## config.mk

```make
export PLATFORM = sky130hd
export DESIGN_NAME = perceptron_layer_scheduler
export DESIGN_NICKNAME = d
export VERILOG_FILES = /design/src/rtl/perceptron_pkg.sv /design/src/rtl/perceptron_layer_scheduler_weight_bank.sv /design/src/rtl/perceptron_layer_scheduler.sv
export SDC_FILE = /design/constraint.sdc
export NUM_CORES = 1
export LEC_CHECK = 0
export ABC_AREA = 1
export CORE_MARGIN = 2
export CORE_UTILIZATION = 49
export CTS_CLUSTER_DIAMETER = 200
export DETAILED_ROUTE_END_ITERATION = 10
export GPL_ROUTABILITY_DRIVEN = 0
export MAX_ROUTING_LAYER = met4
export PLACE_DENSITY = 0.77
export SYNTH_ARGS = -nofsm -noshare
export SYNTH_HDL_FRONTEND = slang
export SYNTH_SLANG_ARGS = --single-unit
```

## constraint.sdc

```tcl
create_clock -name clk -period 4.5 [get_ports clk]
set_clock_uncertainty 0.1 [all_clocks]
set_input_delay 1.35 -clock clk [delete_from_list [all_inputs] [get_ports clk]]
set_output_delay 1.35 -clock clk [all_outputs]
set_load 0.005 [all_outputs]
```

## src/rtl/perceptron_pkg.sv

```systemverilog
// Shared types and constants for the perceptron layer scheduler and its weight bank.
package perceptron_pkg;

  // Default fixed-point format: sign, integer and fraction bits.
  localparam int unsigned DEF_SIGN = 1;
  localparam int unsigned DEF_Q_M  = 15;
  localparam int unsigned DEF_Q_N  = 16;
  localparam int unsigned W        = DEF_SIGN + DEF_Q_M + DEF_Q_N;

  typedef logic [W-1:0] fixed_t;

  typedef enum logic [1:0] {IDLE, EVAL, DONE} sched_state_t;

  // Encodings of the wr_sel field; 2'd3 is acknowledged but ignored.
  localparam logic [1:0] SEL_W1 = 2'd0;
  localparam logic [1:0] SEL_W2 = 2'd1;
  localparam logic [1:0] SEL_WB = 2'd2;

  // Width of a neuron index, never less than one bit.
  function automatic int unsigned addr_width(input int unsigned n);
    return (n > 1) ? $clog2(n) : 1;
  endfunction

endpackage

```

## src/rtl/perceptron_layer_scheduler_weight_bank.sv

```systemverilog
// Per-neuron weight register file (w1, w2, wb) with synchronous write and
// combinational read. Out-of-range addresses and wr_sel==3 are dropped silently.
module weight_bank
  import perceptron_pkg::*;
#(
  parameter int unsigned NUM_NEURONS = 4,
  parameter int unsigned DW          = W,
  localparam int unsigned AW         = addr_width(NUM_NEURONS)
) (
  input  logic          clk,
  input  logic          rst_n,
  input  logic          wr_en,
  input  logic [AW-1:0] wr_addr,
  input  logic [1:0]    wr_sel,
  input  logic [DW-1:0] wr_data,
  input  logic [AW-1:0] rd_addr,
  output logic [DW-1:0] rd_w1,
  output logic [DW-1:0] rd_w2,
  output logic [DW-1:0] rd_wb
);

  logic [DW-1:0] w1_q [NUM_NEURONS];
  logic [DW-1:0] w2_q [NUM_NEURONS];
  logic [DW-1:0] wb_q [NUM_NEURONS];
  logic          addr_ok;

  assign addr_ok = int'(wr_addr) < int'(NUM_NEURONS);

  // Clear all weights on reset; otherwise apply one accepted write per cycle.
  always_ff @(posedge clk) begin
    if (!rst_n) begin
      for (int i = 0; i < int'(NUM_NEURONS); i++) begin
        w1_q[i] <= '0;
        w2_q[i] <= '0;
        wb_q[i] <= '0;
      end
    end else if (wr_en && addr_ok) begin
      unique case (wr_sel)
        SEL_W1:  w1_q[wr_addr] <= wr_data;
        SEL_W2:  w2_q[wr_addr] <= wr_data;
        SEL_WB:  wb_q[wr_addr] <= wr_data;
        default: ;
      endcase
    end
  end

  assign rd_w1 = w1_q[rd_addr];
  assign rd_w2 = w2_q[rd_addr];
  assign rd_wb = wb_q[rd_addr];

endmodule

```

## src/rtl/perceptron_layer_scheduler.sv

```systemverilog
// Time-multiplexes one external combinational neuron over NUM_NEURONS weight sets,
// producing one activation vector per accepted input pair.
// Optional macro PERCEPTRON_SCHED_PIPE_EN registers n_out before capture, adding a
// drain cycle to EVAL (latency NUM_NEURONS+1 instead of NUM_NEURONS).
module perceptron_layer_scheduler
  import perceptron_pkg::*;
#(
  parameter int unsigned NUM_NEURONS = 4,
  parameter int unsigned SIGN        = DEF_SIGN,
  parameter int unsigned Q_M         = DEF_Q_M,
  parameter int unsigned Q_N         = DEF_Q_N,
  localparam int unsigned WORD_W     = SIGN + Q_M + Q_N,
  localparam int unsigned AW         = addr_width(NUM_NEURONS)
) (
  input  logic                          clk,
  input  logic                          rst_n,
  input  logic                          wr_en,
  input  logic [AW-1:0]                 wr_addr,
  input  logic [1:0]                    wr_sel,
  input  logic [WORD_W-1:0]             wr_data,
  output logic                          wr_ready,
  input  logic                          in_valid,
  output logic                          in_ready,
  input  logic [WORD_W-1:0]             x1_in,
  input  logic [WORD_W-1:0]             x2_in,
  output logic                          out_valid,
  input  logic                          out_ready,
  output logic [NUM_NEURONS*WORD_W-1:0] out_vec,
  output logic [WORD_W-1:0]             n_x1,
  output logic [WORD_W-1:0]             n_x2,
  output logic [WORD_W-1:0]             n_w1,
  output logic [WORD_W-1:0]             n_w2,
  output logic [WORD_W-1:0]             n_wb,
  input  logic [WORD_W-1:0]             n_out
);

  // idx may reach NUM_NEURONS during the pipelined drain cycle.
  localparam int unsigned IW            = $clog2(NUM_NEURONS + 1);
  localparam logic [IW-1:0] LAST_IDX    = IW'(NUM_NEURONS - 1);

  sched_state_t        state_q;
  logic [IW-1:0]       idx_q;
  logic [WORD_W-1:0]   x1_q;
  logic [WORD_W-1:0]   x2_q;
  logic [WORD_W-1:0]   out_vec_q [NUM_NEURONS];
  logic                out_valid_q;
  logic [AW-1:0]       rd_addr;
  logic [AW-1:0]       cur_addr;

`ifdef PERCEPTRON_SCHED_PIPE_EN
  localparam logic [IW-1:0] DRAIN_IDX = IW'(NUM_NEURONS);
  logic [WORD_W-1:0]   n_out_q;
  logic [IW-1:0]       prev_idx;
  logic [AW-1:0]       prev_addr;

  assign prev_idx  = idx_q - IW'(1);
  assign prev_addr = prev_idx[AW-1:0];
`endif

  assign cur_addr = idx_q[AW-1:0];
  // Bank index 0 whenever no neuron is being evaluated, keeping n_* stable.
  assign rd_addr  = ((state_q == EVAL) && (idx_q <= LAST_IDX)) ? cur_addr : '0;

  assign in_ready  = (state_q == IDLE);
  assign wr_ready  = (state_q == IDLE);
  assign out_valid = out_valid_q;
  assign n_x1      = x1_q;
  assign n_x2      = x2_q;

  weight_bank #(
    .NUM_NEURONS (NUM_NEURONS),
    .DW          (WORD_W)
  ) u_weight_bank (
    .clk     (clk),
    .rst_n   (rst_n),
    .wr_en   (wr_en && wr_ready),
    .wr_addr (wr_addr),
    .wr_sel  (wr_sel),
    .wr_data (wr_data),
    .rd_addr (rd_addr),
    .rd_w1   (n_w1),
    .rd_w2   (n_w2),
    .rd_wb   (n_wb)
  );

  // Scheduler FSM: accept input, sweep neuron indices, hold the vector until taken.
  always_ff @(posedge clk) begin
    if (!rst_n) begin
      state_q     <= IDLE;
      idx_q       <= '0;
      x1_q        <= '0;
      x2_q        <= '0;
      out_valid_q <= 1'b0;
      for (int i = 0; i < int'(NUM_NEURONS); i++) begin
        out_vec_q[i] <= '0;
      end
`ifdef PERCEPTRON_SCHED_PIPE_EN
      n_out_q     <= '0;
`endif
    end else begin
      unique case (state_q)
        IDLE: begin
          if (in_valid) begin
            x1_q    <= x1_in;
            x2_q    <= x2_in;
            idx_q   <= '0;
            state_q <= EVAL;
          end
        end
        EVAL: begin
`ifdef PERCEPTRON_SCHED_PIPE_EN
          n_out_q <= n_out;
          if (idx_q != '0) begin
            out_vec_q[prev_addr] <= n_out_q;
          end
          if (idx_q == DRAIN_IDX) begin
            state_q     <= DONE;
            out_valid_q <= 1'b1;
          end else begin
            idx_q <= idx_q + IW'(1);
          end
`else
          out_vec_q[cur_addr] <= n_out;
          if (idx_q == LAST_IDX) begin
            state_q     <= DONE;
            out_valid_q <= 1'b1;
          end else begin
            idx_q <= idx_q + IW'(1);
          end
`endif
        end
        DONE: begin
          if (out_ready) begin
            state_q     <= IDLE;
            out_valid_q <= 1'b0;
            idx_q       <= '0;
          end
        end
        default: state_q <= IDLE;
      endcase
    end
  end

  // Flatten the captured activations; neuron i occupies bits [i*WORD_W +: WORD_W].
  always_comb begin
    out_vec = '0;
    for (int i = 0; i < int'(NUM_NEURONS); i++) begin
      out_vec[i*WORD_W +: WORD_W] = out_vec_q[i];
    end
  end

endmodule

```

Run 1, signal wires on met3:
Scale: 2 px per µm.
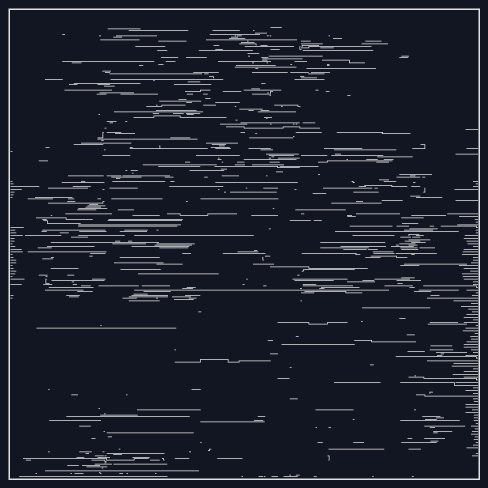
nets with wire on the layer = 368
main direction = horizontal
wire length on this layer = 7,050 µm
share of all routed wire = 9.0%

Run 1, routed clock nets over the placement:
Scale: 2 px per µm.
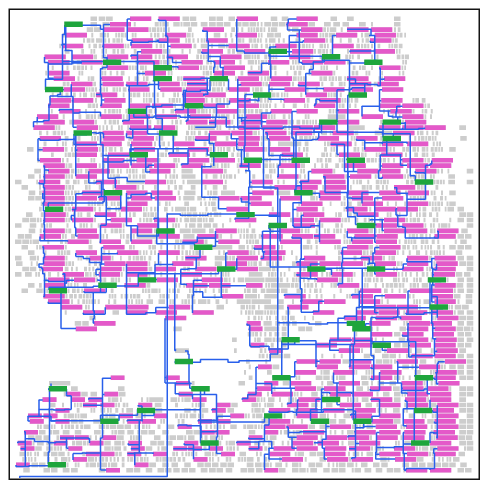
blue -> clock wires  # length 6,680 µm
green -> clock drivers  # count 59
magenta -> flip-flops  # count 582
routed clock nets = 60
flops lie = spread over the die

Run 1, clock nets:
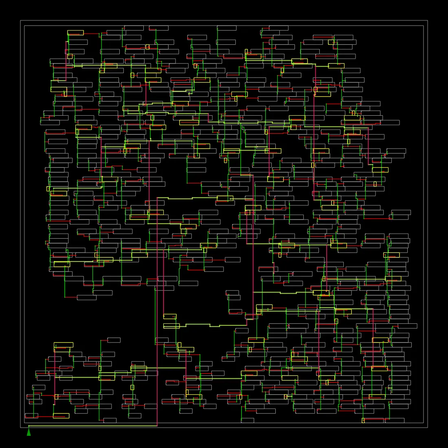
clk_buf instances: 69
Clk Latency, worst-skew pair: 0.61 ns
CTS sink count: 582
power in the clock group: 4.64 mW
number of buffers created by CTS: 59

==> changes_impl.md, run 1 <==
### Metrics

* Worst reg2reg path startpoint: state_q[1]
* Power density over the cells at 382 nW/µm²
* Worst slack at placement at 0.323 ns
* Post-synth top area cell: edfxtp_1
* Buffer share of cell area at 15.4%
* Syn Area/Cell at 9.56 µm²
* Met2 WL at 38,800 µm
* Cell area after synthesis at 26,000 µm²
* Inverters at 465
* Crit start category: flop
* Post-Route Utilization at 62.6%
* Antenna-violating nets left at 0
* CTS root buf: clkbuf_16
* Routed WL at 78,600 µm
* Outcome: finished, final reports clean
* Floorplan net count at 2,857
* CP arrival at 2.99 ns
* Register-to-register setup slack at 2.14 ns
* Wl on met1 at 30,000 µm
* Routing usage on met2 at 46.8%
* Power Total at 12.5 mW
* Synth Warn # at 0
* Fillcell total at 4,050
* Worst Hold End: n_x1[9]
* Comb gates at 1,449
* Met3 usage at 4.28%
* Die width at 234 µm
* Worst-path clk slew at 0.06 ns
* DRT Pass-1 Iters at 8
* Post-synth area hogs: edfxtp_1 (59%), nor2_1 (8.0%), inv_1 (6.6%)
* Combinational share of cell area at 20.0%
* Die Height at 234 µm
* Max-cap viol count at 0
* Placed cells at 3,661
* DR DRC count at 0
* Crit Path Class: flop to output port
* Period minus WS final at 4.44 ns
* Fin crit share at 98.6%
* Chip area in the Yosys report at 26,000 µm²
* DRT iter0 DRCs at 2,595
* DP HPWL at 47,200 µm
* Core Rows at 84
* Critical path startpoint: idx_q[0]
* Slew margin rel. at 15.4%
* Vias in the first global route at 19,771
* Top layer in use: met4
* Core area at 52,400 µm²
* CP endpoint kind: output port
* Pleak at 13.9 nW
* Fin worst setup slack at 0.0629 ns
* Pins Over Slew Limit at 0
* Reg area at 16,800 µm²
* Antenna Cells at 5
* Seq cells post-synth at 582
* Top Ports at 428
* Flops at 582
* Ys cells at 2,718
* Dominant class by area: flip-flops and latches
* Hold slack final at 0.381 ns
* Worst path required time at 3.05 ns
* Gr usage total at 28.7%
* Tool Warnings at 30
* Worst Hold Class: flop to flop
* Met1 usage at 36.2%
* DR WL met3 at 7050 µm
* Crit path max fanout at 100
* Clock buf/inv share at 5.48%
* Final Instance Count excl. Fillers at 3,783
* Non-clk bufs at 487
* DR vias at 20,933
* Init Core Util at 49.5%
* Slew @ Worst Pin at 1.27 ns
* Final Net Count at 3,183
* Remaining Overflow, GRT at 0
* CP Capture Point: n_w2[7]
* Flop share of the area at 51.1%
* Tap cells at 688
* R2r worst-path depth at 8
* Fin area at 32,900 µm²
* Seq/Total Area, Yosys at 64.6%
* Hold depth at 2
* Busiest layer in global routing: met2
* Die area at 54,900 µm²
* Worst VDD drop at 0.345 mV
* Antenna violations before repair at 5
* FMAX at 225 MHz
run 1: power breakdown:
part / total [mW] / switching (mW) / internal [mW]
combinational: 1.67 / 0.991 / 0.679
sequential: 6.23 / 0.0906 / 6.14
clock: 4.64 / 2.06 / 2.58
run 1: repair_timing:
action | CTS | global route
setup buffers | 0 | 5
endpoints found under the hold margin | 0 | 0
setup endpoints to repair | 96 | 95
pin swaps | 0 | 2
gates resized | 9 | 19
cloned | 1 | 4
run 1: worst max-delay path: stages (launching register included):
cell,delay [ns]
dfxtp_4,0.38
buf_4,0.88
nand4_1,0.22
nand3_1,0.19
nand2_1,0.10
clkdlybuf4s50_1,0.45
run 1: flip-flops by register name (all words and copies together), names as in the netlist:
name,cells
idx_q,3
n_x1,32
n_x2,32
out_valid,1
out_vec_q,128
state_q,2
u_weight_bank.w1_q,128
u_weight_bank.w2_q,128
u_weight_bank.wb_q,128
run 1: cells by family after synthesis:
logic type	after synthesis	synth area share, %
DFF	582	64.6
adders and majority gates	2	0.0963
AOI/OAI and AO/OA	78	1.52
and+or+nand+nor	1369	23.2
buffers and inverters	687	10.6
run 1: Yosys cell counts:
cell type / number
a21oi_1: 4
buf_1: 10
buf_2: 125
buf_4: 6
clkbuf_1: 81
dfxtp_1: 70
edfxtp_1: 512
ha_1: 2
inv_1: 460
inv_2: 5
nand2_1: 322
nand2_2: 3
nand3_1: 199
nand3_2: 1
nand3b_1: 1
nand4_1: 192
nor2_1: 552
nor2_2: 1
nor2_4: 1
nor3_1: 96
o21ai_0: 63
o21ai_1: 9
o22ai_1: 1
o31ai_1: 1
or2_2: 1
==> inputs of run 2 (changes only) <==
- CORE_MARGIN: 2 -> default
- CORE_UTILIZATION: 49 -> 58
- PLACE_DENSITY: 0.77 -> 0.86
- clock period: 4.5 -> 5.5 ns (I/O delays scaled with it)
Run 2, routed clock nets over the placement:
Scale: 2 px per µm.
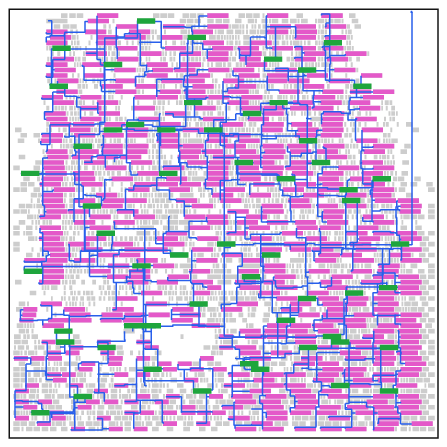
green -> clock drivers  # count 57
blue -> clock wires  # length 6,430 µm
magenta -> flip-flops  # count 582
flops lie = spread over the die

==> changes_impl.md, run 2 <==
### Metrics

* DR vias at 21,263
* Count of input and output buffers at 427
* Core Rows at 77
* Chip area in the Yosys report at 26,000 µm²
* Crit path max fanout at 192
* Pin count of the biggest net entering global routing at 193
* Worst Hold Class: flop to flop
* Worst VDD drop at 0.267 mV
* Slew @ Worst Pin at 1.19 ns
* Crit Path Class: flop to output port
* Die width at 214 µm
* Power Total at 10.2 mW
* Worst reg2reg path startpoint: state_q[1]
* First-pass GRT wire length at 114,000 µm
* Most frequent cells in the layout: nor2_1 (552), edfxtp_1 (512), inv_1 (460)
* Crit-path max cell delay at 0.53 ns
* Slowest CP cell: dfxtp_4
* Fin crit share at 96.0%
* Endpoints failing hold at 0
* Resized cells post-CTS at 0
* Synth Warn # at 0
* Crit. path cell count at 9
* DR vias/cell at 5.79
* Seq/Total Area, Yosys at 64.6%
* Count leader, synth: nor2_1
* Routed WL at 76,100 µm
* Tool Warnings at 32
* Worst path required time at 3.75 ns
* Switching share of power at 25.0%
* Sum of buffers and inverters on the critical path at 3
* CTS Buffer Depth at 3
* Period minus WS final at 5.28 ns
* DP HPWL at 45,500 µm
* DRT Pass-1 Iters at 6
* Syn Area/Cell at 9.56 µm²
* CTS Hold Bufs at 0
* Busiest layer in global routing: met2
* Core area at 44,200 µm²
* Antenna-violating nets left at 0
* P&R area growth vs syn at 24.5%
* Max-cap viol count at 0
* R2r worst-path depth at 7
* FMAX at 189 MHz
* Post-synth area hogs: edfxtp_1 (59%), nor2_1 (8.0%), inv_1 (6.6%)
* Seq cells post-synth at 582
* Number of enable flip-flop cells at 512
* Clock Power Share at 36.8%
* Die area at 45,600 µm²
* Top cells by count: nor2_1 (552), edfxtp_1 (512), inv_1 (460)
* RSZ-0062 raised after global routing: no
* Register share of total power at 50.3%
* Final Net Count at 3,164
* Vias in the first global route at 20,541
* CTS tree: done
* Pins Over Slew Limit at 0
* Met1 usage at 41.9%
* Critical path startpoint: idx_q[0]
* DRT iter0 DRCs at 3,050
* Antenna violations before repair at 5
* CP arrival at 3.53 ns
* Switching Power at 2.54 mW
* Number of buffers created by CTS at 57
* Power density over the cells at 314 nW/µm²
* Commonest flop: edfxtp_1
* Unique cell types at 25
* Init Core Util at 58.7%
* CP endpoint kind: output port
* Slew margin rel. at 20.6%
* Gr usage total at 34.3%
* Ys async rst share at 0%
* Pleak at 13.7 nW
* H-tree depth at 2
* Share of the synthesized area in the top cell type at 59.2%
* Syn Inst Count at 2,718
* Cell area after synthesis at 26,000 µm²
* Post-synth top area cell: edfxtp_1
* Outcome: finished, final reports clean
* Post-CTS setup buffer count at 0
* Die Height at 214 µm
* Crit path cell chain: ha_1 -> ha_1 -> inv_1 -> nand2_8 -> buf_12 -> nand4_1 -> nand3_1 -> nand2_1 -> clkdlybuf4s50_1
* Worst-path clk slew at 0.06 ns
* CTS root buf: clkbuf_16
* Clk Latency, worst-skew pair at 0.62 ns
* Commonest non-fill, non-tap cell in the layout: nor2_1
* Routed WL per cell at 20.7 µm
* Internal power at 7.62 mW
* Top delay family on crit path: buffers and inverters
* Most Frequent Cell on Critical Path: ha_1
* Layout cells sized above 1 at 4.85%
* Met3 usage at 6.14%
* Fin Setup TNS at 0 ns
* R2r endpoint: out_vec_q[2][22]
* DR DRC count at 0
* Floorplan net count at 2,857
* CP Capture Point: n_w1[29]
* Routing usage on met2 at 54.5%
* Ys cells at 2,718
* CTS sink count at 582
* Final setup fails at 0
* Remaining Overflow, GRT at 0
* Crit start category: flop
* Register-to-register setup slack at 2.46 ns
* Top Ports at 428
* Logic pwr share at 13.0%
## run 2: power by group through the flow
stage	sequential (mW)	clock (mW)	combinational (mW)
final	5.11	3.74	1.32
after CTS	5.11	3.75	1.30
after global placement	5.18	0	1.26
after floorplan	5.19	0	0.593
after global routing	5.12	3.92	1.41
after detailed placement	5.20	0	1.29
## run 2: worst min-delay path by stage
stage              start         to  slack [ns]  cells after the start
2_1_floorplan  out_valid  out_valid        0.38                      2
5_1_grt         n_x2[17]   n_x2[17]        0.40                      2
3_5_place_dp     n_x2[3]    n_x2[3]        0.38                      2
3_3_place_gp    n_x2[11]   n_x2[11]        0.36                      2
4_1_cts          n_x2[3]    n_x2[3]        0.39                      2
6_report        n_x2[31]   n_x2[31]        0.38                      2
## run 2: metal layers
layer  wire length [µm]  up-vias  share of wire, %
li1                   -     9454                 -
met1              27000    10016                36
met2              36900     1514                49
met3               8110      279                11
met4               4040        0               5.3
met5                  0        -                 0
## run 2: layout make-up
cell class | instances | area (µm²)
diodes | 5 | 12.5
clock buffers | 73 | 1500
clock inverters | 35 | 269
fillers | 2871 | 11900
inverters | 465 | 1750
multi-input cells | 1449 | 6550
flip-flops and latches | 582 | 16800
well taps | 592 | 741
repair buffers | 470 | 4740
## run 2: kinds of logic after synthesis
family / count (synthesis) / synth area share (%)
buf+inv: 687 / 10.6
fa+ha+maj: 2 / 0.0963
compound gates: 78 / 1.52
flops: 582 / 64.6
simple gates: 1369 / 23.2
## run 2: metrics by stage
stage                     area (µm²)  hold slack (ns)  cells  worst slack, ns  utilization, %
after detailed placement       30600            0.375   3558            0.956            69.1
after floorplan                26000            0.375   2718            0.562               -
after global routing           32300            0.403   3671            0.111            73.1
final                          32300            0.381   3671            0.219            73.1
after global placement         30600            0.364   3558            0.958            69.1
after CTS                      32300            0.388   3666            0.270            73.1
No activity file was given, so power comes from the tool's default toggle rates.
